File: config.mk
export PLATFORM = sky130hd
export DESIGN_NAME = smart_toilet_dispense_ctrl_flat
export DESIGN_NICKNAME = d
export VERILOG_FILES = /design/src/rtl/smart_toilet_ctrl_pkg.sv /design/src/rtl/smart_toilet_dispense_ctrl_if.sv /design/src/rtl/stroke_timer.sv /design/src/rtl/smart_toilet_dispense_ctrl.sv /design/src/flat_wrapper.sv
export SDC_FILE = /design/constraint.sdc
export NUM_CORES = 1
export LEC_CHECK = 0
export ABC_AREA = 1
export CAP_MARGIN = 20
export CORE_UTILIZATION = 40
export CTS_CLUSTER_SIZE = 14
export DETAILED_ROUTE_END_ITERATION = 10
export PLACE_DENSITY = 0.6
export SYNTH_ARGS = -nofsm -noshare
export SYNTH_HDL_FRONTEND = slang
export SYNTH_SLANG_ARGS = --single-unit
File: constraint.sdc
create_clock -name clk -period 5 [get_ports clk]
set_input_delay 1.25 -clock clk [delete_from_list [all_inputs] [get_ports clk]]
set_output_delay 1.25 -clock clk [all_outputs]
set_load 0.05 [all_outputs]
File: src/rtl/smart_toilet_ctrl_pkg.sv
// Shared definitions for the smart_toilet reagent dispense controller:
// FSM state encodings and inlet bit positions on the pump/valve buses.
package smart_toilet_ctrl_pkg;

  typedef logic [1:0] state_t;

  localparam state_t IDLE  = 2'd0;
  localparam state_t RUN   = 2'd1;
  localparam state_t DRAIN = 2'd2;

  localparam int unsigned SOLN1 = 0;
  localparam int unsigned SOLN2 = 1;
  localparam int unsigned SOLN3 = 2;

endpackage

File: src/rtl/smart_toilet_dispense_ctrl_if.sv
// Command channel of the dispense controller: one command per valid/ready
// handshake, carrying per-inlet stroke counts and the stroke period.
interface smart_toilet_dispense_ctrl_if #(
  parameter int unsigned VOL_W = 8,
  parameter int unsigned PER_W = 16
);

  logic             cmd_valid;
  logic             cmd_ready;
  logic [VOL_W-1:0] cmd_vol1;
  logic [VOL_W-1:0] cmd_vol2;
  logic [VOL_W-1:0] cmd_vol3;
  logic [PER_W-1:0] cmd_period;

  modport master (
    output cmd_valid, cmd_vol1, cmd_vol2, cmd_vol3, cmd_period,
    input  cmd_ready
  );

  modport slave (
    input  cmd_valid, cmd_vol1, cmd_vol2, cmd_vol3, cmd_period,
    output cmd_ready
  );

endinterface

File: src/rtl/stroke_timer.sv
// Stroke period counter: counts 0..period-1 while enabled and flags the
// last count of each period as a one-cycle tick. period must be >= 1.
module stroke_timer #(
  parameter int unsigned PER_W = 16
) (
  input  logic             clk,
  input  logic             rst,
  input  logic             clr,
  input  logic             en,
  input  logic [PER_W-1:0] period,
  output logic             tick
);

  logic [PER_W-1:0] cnt_q;

  assign tick = en && (cnt_q == (period - PER_W'(1)));

  // Period counter: cleared on load, wraps after the tick.
  always_ff @(posedge clk) begin
    if (rst || clr) begin
      cnt_q <= '0;
    end else if (en) begin
      cnt_q <= tick ? '0 : cnt_q + PER_W'(1);
    end
  end

endmodule

File: src/rtl/smart_toilet_dispense_ctrl.sv
// Reagent dispense sequencer for the three smart_toilet inlets. soln3 starts
// first, soln2 LEAD_32 strokes later and soln1 a further LEAD_21 strokes later,
// so slugs from the long serpentine chains reach the mixers together.
// A fixed drain interval follows before done is pulsed.
module smart_toilet_dispense_ctrl
  import smart_toilet_ctrl_pkg::*;
#(
  parameter int unsigned VOL_W         = 8,
  parameter int unsigned PER_W         = 16,
  parameter int unsigned LEAD_32       = 6,
  parameter int unsigned LEAD_21       = 4,
  parameter int unsigned DRAIN_STROKES = 8
) (
  input  logic                         clk,
  input  logic                         rst,
  smart_toilet_dispense_ctrl_if.slave  cmd,
  input  logic                         abort,
  output logic [2:0]                   pump_step,
  output logic [2:0]                   valve_open,
  output logic                         busy,
  output logic                         done,
  output logic                         aborted
);

  localparam int unsigned SW = VOL_W + 2;
  typedef logic [SW-1:0] sidx_t;

  localparam sidx_t OFF3       = '0;
  localparam sidx_t OFF2       = sidx_t'(LEAD_32);
  localparam sidx_t OFF1       = sidx_t'(LEAD_32 + LEAD_21);
  localparam sidx_t DRAIN_LAST = sidx_t'(DRAIN_STROKES - 1);

  state_t           state_q;
  sidx_t            s_q;
  logic [VOL_W-1:0] vol1_q, vol2_q, vol3_q;
  logic [PER_W-1:0] per_q;

  logic             accept;
  logic             tick;
  logic [2:0]       act;
  sidx_t            e1, e2, e3, end_s;
  logic             last_run;

  function automatic logic in_win(input sidx_t s, input sidx_t off,
                                  input logic [VOL_W-1:0] vol);
    return (vol != '0) && (s >= off) && (s < (off + sidx_t'(vol)));
  endfunction

  assign cmd.cmd_ready = (state_q == IDLE) && !rst;
  assign accept        = cmd.cmd_valid && cmd.cmd_ready;
  assign busy          = (state_q != IDLE);

  stroke_timer #(
    .PER_W (PER_W)
  ) u_timer (
    .clk    (clk),
    .rst    (rst),
    .clr    (accept),
    .en     (busy),
    .period (per_q),
    .tick   (tick)
  );

  // Inlet windows relative to the stroke index and the end of the last window.
  always_comb begin
    act        = '0;
    act[SOLN1] = in_win(s_q, OFF1, vol1_q);
    act[SOLN2] = in_win(s_q, OFF2, vol2_q);
    act[SOLN3] = in_win(s_q, OFF3, vol3_q);
    e1         = OFF1 + sidx_t'(vol1_q);
    e2         = OFF2 + sidx_t'(vol2_q);
    e3         = OFF3 + sidx_t'(vol3_q);
    end_s      = '0;
    if (vol3_q != '0) end_s = e3;
    if ((vol2_q != '0) && (e2 > end_s)) end_s = e2;
    if ((vol1_q != '0) && (e1 > end_s)) end_s = e1;
    last_run   = (s_q == (end_s - sidx_t'(1)));
  end

  assign valve_open = (state_q == RUN) ? act : 3'b000;
  assign pump_step  = ((state_q == RUN) && tick) ? act : 3'b000;

  // Sequencer: accept, stroke through the windows, drain, complete or abort.
  always_ff @(posedge clk) begin
    if (rst) begin
      state_q <= IDLE;
      s_q     <= '0;
      vol1_q  <= '0;
      vol2_q  <= '0;
      vol3_q  <= '0;
      per_q   <= PER_W'(1);
      done    <= 1'b0;
      aborted <= 1'b0;
    end else begin
      done    <= 1'b0;
      aborted <= 1'b0;
      case (state_q)
        IDLE: begin
          if (accept) begin
            vol1_q  <= cmd.cmd_vol1;
            vol2_q  <= cmd.cmd_vol2;
            vol3_q  <= cmd.cmd_vol3;
            per_q   <= (cmd.cmd_period == '0) ? PER_W'(1) : cmd.cmd_period;
            s_q     <= '0;
            state_q <= ((cmd.cmd_vol1 | cmd.cmd_vol2 | cmd.cmd_vol3) == '0)
                       ? DRAIN : RUN;
          end
        end
        RUN: begin
          if (abort) begin
            state_q <= IDLE;
            aborted <= 1'b1;
          end else if (tick) begin
            if (last_run) begin
              state_q <= DRAIN;
              s_q     <= '0;
            end else begin
              s_q <= s_q + sidx_t'(1);
            end
          end
        end
        DRAIN: begin
          // abort takes priority over the final drain tick
          if (abort) begin
            state_q <= IDLE;
            aborted <= 1'b1;
          end else if (tick) begin
            if (s_q == DRAIN_LAST) begin
              state_q <= IDLE;
              done    <= 1'b1;
            end else begin
              s_q <= s_q + sidx_t'(1);
            end
          end
        end
        default: state_q <= IDLE;
      endcase
    end
  end

endmodule

File: src/flat_wrapper.sv
// flat-port wrapper written by rule: the top's interface ports become plain ports
module smart_toilet_dispense_ctrl_flat import smart_toilet_ctrl_pkg::*;
#(
  parameter int unsigned VOL_W         = 8,
  parameter int unsigned PER_W         = 16,
  parameter int unsigned LEAD_32       = 6,
  parameter int unsigned LEAD_21       = 4,
  parameter int unsigned DRAIN_STROKES = 8
)
  (clk, rst, abort, pump_step, valve_open, busy, done, aborted, cmd_cmd_valid, cmd_cmd_vol1, cmd_cmd_vol2, cmd_cmd_vol3, cmd_cmd_period, cmd_cmd_ready);
  smart_toilet_dispense_ctrl_if #(.VOL_W(VOL_W), .PER_W(PER_W)) cmd_i ();
  input  logic clk;
  input  logic rst;
  input  logic abort;
  output logic [2:0] pump_step;
  output logic [2:0] valve_open;
  output logic busy;
  output logic done;
  output logic aborted;
  input wire logic [$bits(cmd_i.cmd_valid)-1:0] cmd_cmd_valid;
  input wire logic [$bits(cmd_i.cmd_vol1)-1:0] cmd_cmd_vol1;
  input wire logic [$bits(cmd_i.cmd_vol2)-1:0] cmd_cmd_vol2;
  input wire logic [$bits(cmd_i.cmd_vol3)-1:0] cmd_cmd_vol3;
  input wire logic [$bits(cmd_i.cmd_period)-1:0] cmd_cmd_period;
  output wire logic [$bits(cmd_i.cmd_ready)-1:0] cmd_cmd_ready;
  assign cmd_i.cmd_valid = cmd_cmd_valid;
  assign cmd_i.cmd_vol1 = cmd_cmd_vol1;
  assign cmd_i.cmd_vol2 = cmd_cmd_vol2;
  assign cmd_i.cmd_vol3 = cmd_cmd_vol3;
  assign cmd_i.cmd_period = cmd_cmd_period;
  assign cmd_cmd_ready = cmd_i.cmd_ready;
  smart_toilet_dispense_ctrl #(.VOL_W(VOL_W), .PER_W(PER_W), .LEAD_32(LEAD_32), .LEAD_21(LEAD_21), .DRAIN_STROKES(DRAIN_STROKES)) u_core (.clk(clk), .rst(rst), .cmd(cmd_i), .abort(abort), .pump_step(pump_step), .valve_open(valve_open), .busy(busy), .done(done), .aborted(aborted));
endmodule
==> impl_metrics.json <==
{
  "outcome": "finished clean",
  "comb_area_share_pct": 53.8,
  "ff_type": "dfxtp_1",
  "met1_length_um": 7780,
  "n_all_inverters": 132,
  "seq_power_share_pct": 15.6,
  "maxCapViolCount": 0,
  "finalInstanceArea_um2": 7020,
  "synth.top_cells.by_count": "157 x nand2_1, 120 x inv_1, 70 x dfxtp_1",
  "met1_global_route_usage_pct": 31.9,
  "critPathKind": "reg -> reg",
  "largestRegisters": "u_core.per_q: 16 flops, u_core.u_timer.cnt_q: 16 flops, u_core.s_q: 10 flops",
  "slew_headroom_pct": 35.3,
  "postRouteWirelength_um": 16700,
  "clock_tree.root_cell": "clkbuf_16",
  "netlist.top_cell.by_area": "dfxtp_1",
  "postSynthNetCount": 889,
  "synthMuxAreaShare_pct": 0,
  "share_of_total_power_in_the_clock_network_pct": 17.2,
  "flip_flop_and_latch_area_um2": 1410,
  "hold_class": "reg -> reg",
  "clock-skew-final_ps": 6.71,
  "ys_async_sr_fraction_pct": 0,
  "share_of_cells_above_drive_strength_1_pct": 16.0,
  "critical_hold_path_startpoint": "u_core.per_q[15]",
  "detailed_place.area_um2": 6320,
  "post_synth_xor_area_fraction_pct": 6.84,
  "synthToLayoutAreaGrowth_pct": 27.6,
  "met3WireLength_um": 900,
  "chipWidth_um": 119,
  "rsz_0062_raised_after_global_routing": "yes",
  "num-clock-buffers": 11,
  "topCombFamilyByArea": "simple AND/OR/NAND/NOR gates",
  "grt-busiest-layer": "met2",
  "finalCriticalPeriod_ps": 4710,
  "clock_latency_ps": 350,
  "wire_per_inst_um": 15.8,
  "synth_cells": 796,
  "worst_setup_path_end_kind": "flop",
  "cts_max_path_buffers": 2,
  "synth.yosys.num_cells": 796,
  "whs_ps": 512,
  "design.seq.count": 70
}
Figure 1. The metal 2 layer.
Scale bar: 20 µm.
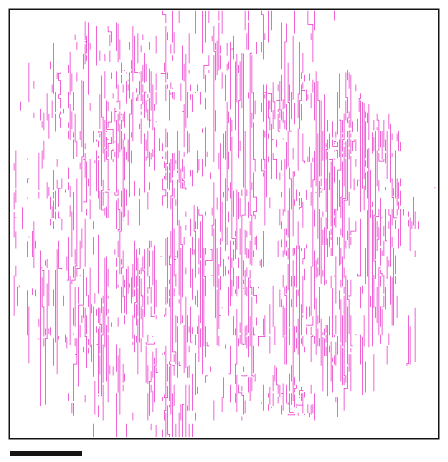
The layer holds 46% of the routed length. The longest straight run is 55.4 µm. The wires run mostly vertical. 794 nets have wire on it.
total number of vias: 5520
met2 Usage GRT: 37.8%

Figure 2. Placement view.
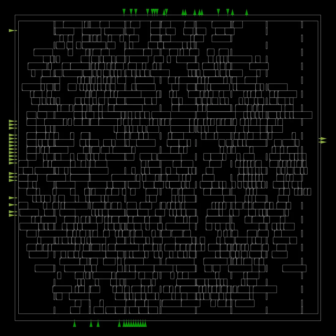
register fraction of the total cell area: 20.0%
n_taps: 176
Cell Count, Final, Fillers Out: 1052
placeable core area: 13300 µm²

Figure 3. Wires at chosen ports, followed through buffers.
Scale bar: 20 µm.
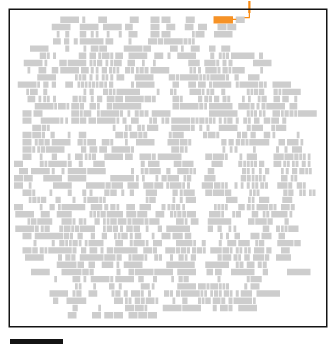
Orange shows aborted, bits 1, direction output, end cells 1, buffers 1, wire 6.50 µm.
IO Count: 54
number of buffer cells added on primary ports: 53

